## src/rtl/mem_sum_ctrl.sv

```systemverilog
// Memory summation controller: reads a run of consecutive words, accumulates
// their sum, writes it to a destination word and reports it on result.
module mem_sum_ctrl #(
  parameter int CNT_W = 8
) (
  input  logic             clk,
  input  logic             rst,
  input  logic             start,
  input  logic [31:0]      base_addr,
  input  logic [CNT_W-1:0] count,
  input  logic [31:0]      dest_addr,
  output logic [31:0]      mem_addr,
  output logic [31:0]      mem_wdata,
  output logic             mem_read,
  output logic             mem_write,
  input  logic [31:0]      mem_rdata,
  output logic             busy,
  output logic             done,
  output logic [31:0]      result
);

  typedef enum logic [1:0] {IDLE, READ, WRITE, DONE} state_t;

  state_t           state;
  logic [31:0]      dest;
  logic [31:0]      acc;
  logic [CNT_W-1:0] cnt;
  logic [CNT_W-1:0] idx;
  logic [31:0]      sum_next;

  assign sum_next = acc + mem_rdata;

  // mem_addr doubles as the running base+index pointer during READ, so the
  // base address only needs to be captured once at acceptance.
  always_ff @(posedge clk or negedge rst) begin
    if (!rst) begin
      state     <= IDLE;
      dest      <= '0;
      acc       <= '0;
      cnt       <= '0;
      idx       <= '0;
      mem_addr  <= '0;
      mem_wdata <= '0;
      mem_read  <= 1'b0;
      mem_write <= 1'b0;
      busy      <= 1'b0;
      done      <= 1'b0;
      result    <= '0;
    end else begin
      case (state)
        IDLE: begin
          if (start) begin
            dest <= dest_addr;
            cnt  <= count;
            acc  <= '0;
            idx  <= '0;
            busy <= 1'b1;
            if (count != '0) begin
              state    <= READ;
              mem_read <= 1'b1;
              mem_addr <= base_addr;
            end else begin
              state     <= WRITE;
              mem_write <= 1'b1;
              mem_addr  <= dest_addr;
              mem_wdata <= '0;
            end
          end
        end
        READ: begin
          acc <= sum_next;
          idx <= idx + CNT_W'(1);
          // On the last read the final word is folded straight into the write data.
          if (idx == cnt - CNT_W'(1)) begin
            state     <= WRITE;
            mem_read  <= 1'b0;
            mem_write <= 1'b1;
            mem_addr  <= dest;
            mem_wdata <= sum_next;
          end else begin
            mem_addr <= mem_addr + 32'd1;
          end
        end
        WRITE: begin
          state     <= DONE;
          mem_write <= 1'b0;
          mem_addr  <= '0;
          mem_wdata <= '0;
          busy      <= 1'b0;
          done      <= 1'b1;
          result    <= acc;
        end
        DONE: begin
          state <= IDLE;
          done  <= 1'b0;
        end
        default: state <= IDLE;
      endcase
    end
  end

endmodule

```

## config.mk

```make
export PLATFORM = sky130hd
export DESIGN_NAME = mem_sum_ctrl
export DESIGN_NICKNAME = d
export VERILOG_FILES = /design/src/rtl/mem_sum_ctrl.sv
export SDC_FILE = /design/constraint.sdc
export NUM_CORES = 1
export LEC_CHECK = 0
export CAP_MARGIN = 20
export CORE_MARGIN = 5
export CORE_UTILIZATION = 58
export CTS_BUF_LIST = sky130_fd_sc_hd__clkbuf_2
export DETAILED_ROUTE_END_ITERATION = 16
export PLACE_DENSITY = 0.89
export REMOVE_ABC_BUFFERS = 1
export SETUP_SLACK_MARGIN = 0.4
export SYNTH_ARGS = -nofsm -noshare
export SYNTH_HDL_FRONTEND = slang
export SYNTH_SLANG_ARGS = --single-unit
```

## constraint.sdc

```tcl
create_clock -name clk -period 4.37 [get_ports clk]
set_clock_uncertainty 0.1 [all_clocks]
set_input_delay 0.6555 -clock clk [delete_from_list [all_inputs] [get_ports clk]]
set_output_delay 0.6555 -clock clk [all_outputs]
set_load 0.02 [all_outputs]
```

==> impl_metrics.tcl, run 1 <==
# implementation run metrics
set metrics [dict create \
    ys_sh_xor_pct 6.030 \
    whs_ps 322.2 \
    rr_endpoint "acc[24]" \
    cts_htree_levels 4 \
    dieArea_sq_um 20430 \
    buffer_area_share_pct 17.21 \
    cp.arrival_ps 3790 \
    n_all_buffers 221 \
    yosysTopAreaCell "dfrtp_1" \
    vias_per_cell 5.993 \
    period_used_pct 73.41 \
    ys_seq_elements 182 \
    nFillCells 1278 \
    postLayoutCoreUtil_pct 73.59 \
    grt_max_degree 81 \
    hold_path_class "in2async" \
    first_iter_violations 616 \
    final_layout_top_logic_cells "205 x clkdlybuf4s50_1, 187 x nand2_1, 182 x dfrtp_1" \
    die_width_microns 142.9 \
    maxSlewHeadroom_pct 34.04 \
    r2r_start "acc[0]" \
    wl_per_cell_microns 18.75 \
    post_cts_buffers 0 \
    synth_area_sq_um 10250 \
    fin_area_sq_um 12730 \
    lay_top_count "clkdlybuf4s50_1" \
    edf_count 0 \
    drv_slew 0 \
    use_met2_pct 46.54 \
    drc 0 \
    path_buffers 1 \
    yosys_cells 1084 \
    fp.dieH_microns 142.9 \
    crit_family "AND-OR/OR-AND gates" \
    comb_area_share_pct 42.59 \
    cp-end-kind "flip-flop" \
    nets 1412 \
    synth.most_common_cell "nand2_1" \
    cts-root-buf "clkbuf_2" \
    stdcell_count 1504 \
    pwr.group.clock_uw 845 \
    synth.avg_cell_area_sq_um 9.457 \
    cpMaxStageDelayCell "dfrtp_1" \
    track_usage_pct 27.82 \
    ys_area_sq_um 10250 \
    hpwl_microns 20150 \
    maxClockFrequency_ghz 0.3117 \
    hold_buffers 1 \
    powerDensity_nw_per_um2 626.1 \
    p_comb_mw 4.23 \
    comb_area_sq_um 5421 \
    wl_met1_microns 11730 \
    crit_type "reg2reg" \
    use_met1_pct 36.45 \
    nMultiInputCombCells 827 \
    dr_wl_met2_microns 14050 \
    warning_count 28 \
    tns_ps 0 \
    p_comb_share_pct 53.1 \
    ff_count 182 \
    fp.coreArea_sq_um 17300 \
    crit_end "acc[24]" \
    clock_tree_area_fraction_pct 1.681 \
    cp.required_ps 4950 \
    place_congestion 0.8933 \
    cts-resized-gates 0 \
    status "complete, no violations" \
    n_clock_buffer 18 \
    place.port_buffers 206 \
    dr_wl_met3_microns 1639 \
    cts_tree "done" \
    adder_share_pct 4.833 \
    yosys.area_share.simple_pct 15.07 \
    cpPeakStageDelay_ps 450 \
    internal_power_mw 4.411 \
    dp_slack_ps 552.2 \
    synthTopCellsByArea "dfrtp_1 44%, mux2_2 7.9%, nand2_1 6.9%, ha_1 4.6%, o21ai_0 4.1%" \
    num_antenna_cells 1 \
    power_leader "combinational logic" \
    hold_violations 0 \
    rows 48 \
    cts_buffers 17 \
    yosysTopAreaCellShare_pct 44.43 \
    placedCellCount 1471 \
    vias 9013 \
    p_total_mw 7.969 \
    ys_types 66 \
    reg2reg_setup_slack_ps 1160 \
    pwr-share-clk_pct 10.6 \
    antenna_left 0 \
    max_cap_viol_count 0 \
    r2r_cells 11 \
    seqPwrFrac_pct 36.3 \
    grt-ovfl-total 0 \
    cp_num_cells 11 \
    ff_type "dfrtp_1" \
    tightest_slew_ps 989.4 \
    drive_above_1_share_pct 10.17 \
]
Fig. 1: run 1, cell classes on the final placement
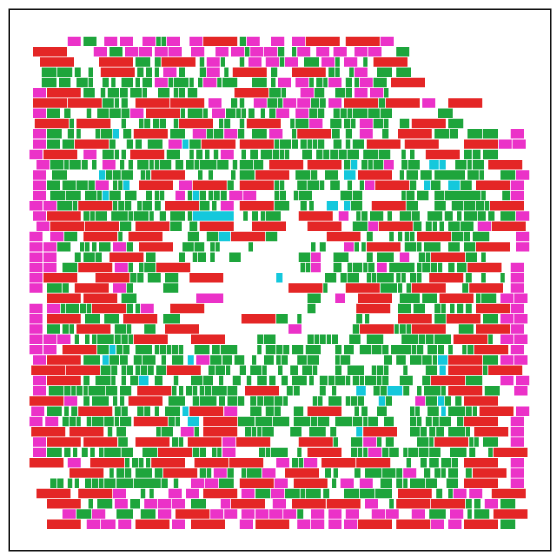
color	class	cells	share of their area
red	flops	182	37%
cyan	clock drivers and dummy loads	31	1.7%
green	combinational and other logic	844	44%
magenta	other buffers and delay cells	221	18%

Fig. 2: run 1, signal metal coverage by tile
The bar under the picture is 50 microns long. The die is cut into 29 by 29 equal tiles; dark blue is low, red is high, scaled to the fullest tile. Values are wire area over tile area, all layers added.
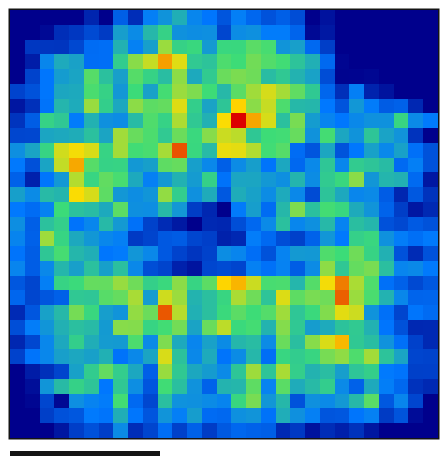
mean over tiles	0.22
nearly empty tiles	8.6%
tiles over half the peak	19%
fullest tile	0.68

Fig. 3: run 1, routed metal, one color a layer
The bar under the picture is 50 microns long.
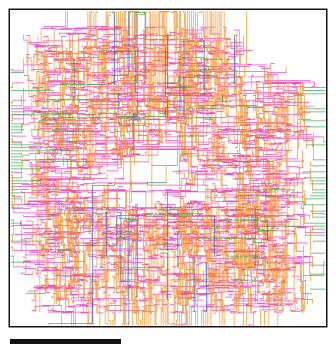
color	layer	wire length
orange	metal 2	14000 microns
green	metal 3	1640 microns
magenta	metal 1	11700 microns
blue	metal 4	780 microns

Fig. 4: run 1, pin placement
Pins as bars across the die edge, other pins in gray.
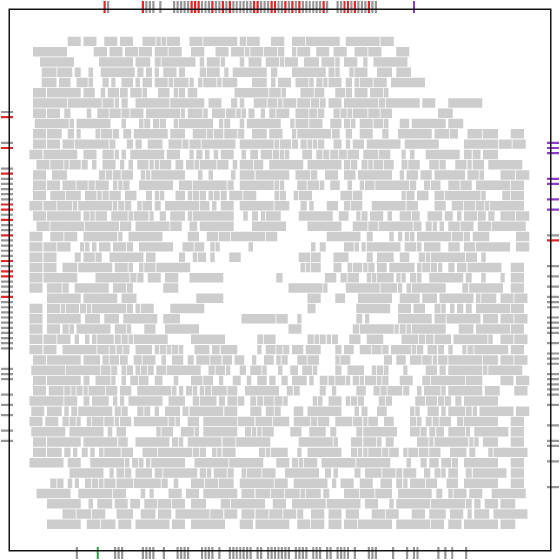
color	port	pins	direction	edge
red	`base_addr`	32	input	20 top, 11 left, 1 right
purple	`count`	8	input	7 right, 1 top
green	`rst`	1	input	bottom
all pins by edge	65 top, 60 bottom, 48 left, 34 right

## Run 2: what changed since run 1
Settings changed: CORE_UTILIZATION 58 to 54, PLACE_DENSITY 0.89 to 0.83.
Clock period 4.37 ns to 3 ns, I/O delays scaled along.
Fig. 5: run 2, pin placement
Pins as bars across the die edge, other pins in gray.
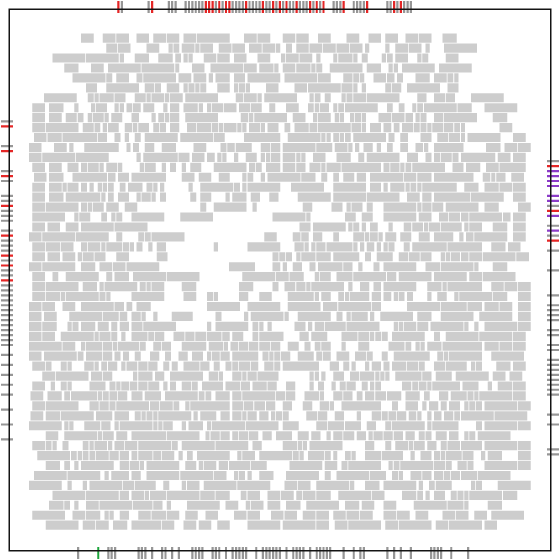
color	port	pins	direction	edge
green	`rst`	1	input	bottom
purple	`count`	8	input	right
red	`base_addr`	32	input	21 top, 8 left, 3 right
all pins by edge	66 top, 58 bottom, 45 left, 38 right

Fig. 6: run 2, routed metal, one color a layer
The bar under the picture is 50 microns long.
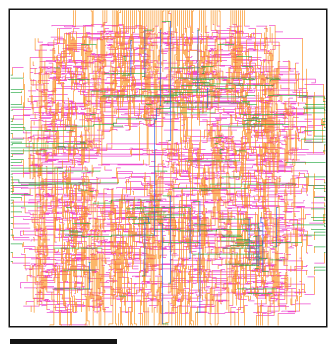
color	layer	wire length
magenta	metal 1	13100 microns
blue	metal 4	523 microns
orange	metal 2	15400 microns
green	metal 3	1970 microns

==> run 2 against run 1 <==
Effect of this change: combinational power is about 70% higher; area after synthesis is the same; core utilization up 2.3 points; die size grew 6.9%; non-clock buffer count rose by 96; setup slack worse by 950 ps; first-iteration DRC count up 2.3%; synthesized cell count stayed put.
==> impl_metrics.tcl, run 2 <==
# implementation run metrics
set metrics [dict create \
    cts_tree "done" \
    internal_power_mw 7.380 \
    track_usage_pct 27.02 \
    ff_latch_area_sq_um 4564 \
    maxClockFrequency_ghz 0.3586 \
    path_buffers 0 \
    yosys.area_share.simple_pct 15.07 \
    p_total_mw 12.95 \
    first_iter_violations 630 \
    final_layout_top_logic_cells "204 x clkdlybuf4s50_1, 183 x nand2_1, 174 x dfrtp_1" \
    synth.avg_cell_area_sq_um 9.457 \
    edf_count 0 \
    fin_area_sq_um 14190 \
    maxSlewHeadroom_pct 54.76 \
    crit_type "reg2reg" \
    yosysTopAreaCell "dfrtp_1" \
    rr_endpoint "acc[31]" \
    die_width_microns 147.8 \
    drc 0 \
    status "complete, no violations" \
    cpPeakStageDelay_ps 470 \
    dr_wl_met2_microns 15390 \
    cp.arrival_ps 3330 \
    cts-root-buf "clkbuf_2" \
    dr_wl_met3_microns 1971 \
    vias_per_cell 5.857 \
    power_leader "combinational logic" \
    place.port_buffers 206 \
    synth.most_common_cell "nand2_1" \
    p_comb_mw 7.17 \
    post_cts_buffers 10 \
    dp_slack_ps -443.7 \
    buffer_area_share_pct 21.84 \
    max_cap_viol_count 0 \
    nMultiInputCombCells 827 \
    drv_slew 0 \
    comb_area_share_pct 41.28 \
    hold_path_class "in2async" \
    stdcell_count 1610 \
    cts_buffers 17 \
    hpwl_microns 20780 \
    seqPwrFrac_pct 32.7 \
    use_met1_pct 36.40 \
    num_antenna_cells 1 \
    postLayoutCoreUtil_pct 75.87 \
    use_met2_pct 45.38 \
    dieArea_sq_um 21840 \
    placedCellCount 1546 \
    n_clock_buffer 19 \
    warning_count 32 \
    pwr.group.clock_mw 1.55 \
    ys_area_sq_um 10250 \
    adder_share_pct 4.833 \
    drive_above_1_share_pct 21.09 \
    r2r_start "acc[12]" \
    clock_tree_area_fraction_pct 2.195 \
    yosys_cells 1084 \
    crit_end "acc[31]" \
    grt_busiest_layer "met2" \
    r2r_cells 9 \
    n_all_buffers 317 \
    p_comb_share_pct 55.4 \
    cp-end-kind "flip-flop" \
    synth_area_sq_um 10250 \
    synthTopCellsByArea "dfrtp_1 44%, mux2_2 7.9%, nand2_1 6.9%, ha_1 4.6%, o21ai_0 4.1%" \
    comb_area_sq_um 5858 \
    tightest_slew_ps 678.5 \
    place_congestion 0.9546 \
    crit_family "AND-OR/OR-AND gates" \
    powerDensity_nw_per_um2 912.4 \
    cp_num_cells 9 \
    clock_latency_ps 770 \
    tns_ps 0 \
    grt_max_degree 65 \
    fp.coreArea_sq_um 18710 \
    whs_ps 64.77 \
    ff_count 182 \
    lay_top_count "clkdlybuf4s50_1" \
    path_clk_slew_ps 280 \
    fp.dieH_microns 147.8 \
    ys_types 66 \
    antenna_left 0 \
    yosysTopAreaCellShare_pct 44.43 \
    wl_per_cell_microns 19.25 \
    vias 9429 \
    ys_sh_xor_pct 6.030 \
    taps 234 \
    cpMaxStageDelayCell "dfrtp_1" \
    reg2reg_setup_slack_ps 210 \
    pwr-share-clk_pct 12.0 \
    wl_met1_microns 13110 \
    cts_htree_levels 4 \
    cts-resized-gates 28 \
    ff_type "dfrtp_1" \
    hold_buffers 1 \
    cp.required_ps 3540 \
    rows 50 \
    grt-ovfl-total 0 \
    hold_violations 0 \
    period_used_pct 92.97 \
    nets 1508 \
]
Fig. 7: run 2, signal metal coverage by tile
The bar under the picture is 50 microns long. The die is cut into 30 by 30 equal tiles; dark blue is low, red is high, scaled to the fullest tile. Values are wire area over tile area, all layers added.
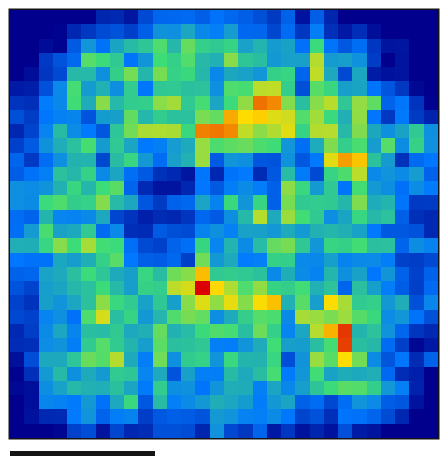
nearly empty tiles	6.1%
densest ninth of the die	top middle
mean over tiles	0.23
tiles over half the peak	16%
fullest tile	0.70

No activity file was given, so power comes from the tool's default toggle rates.
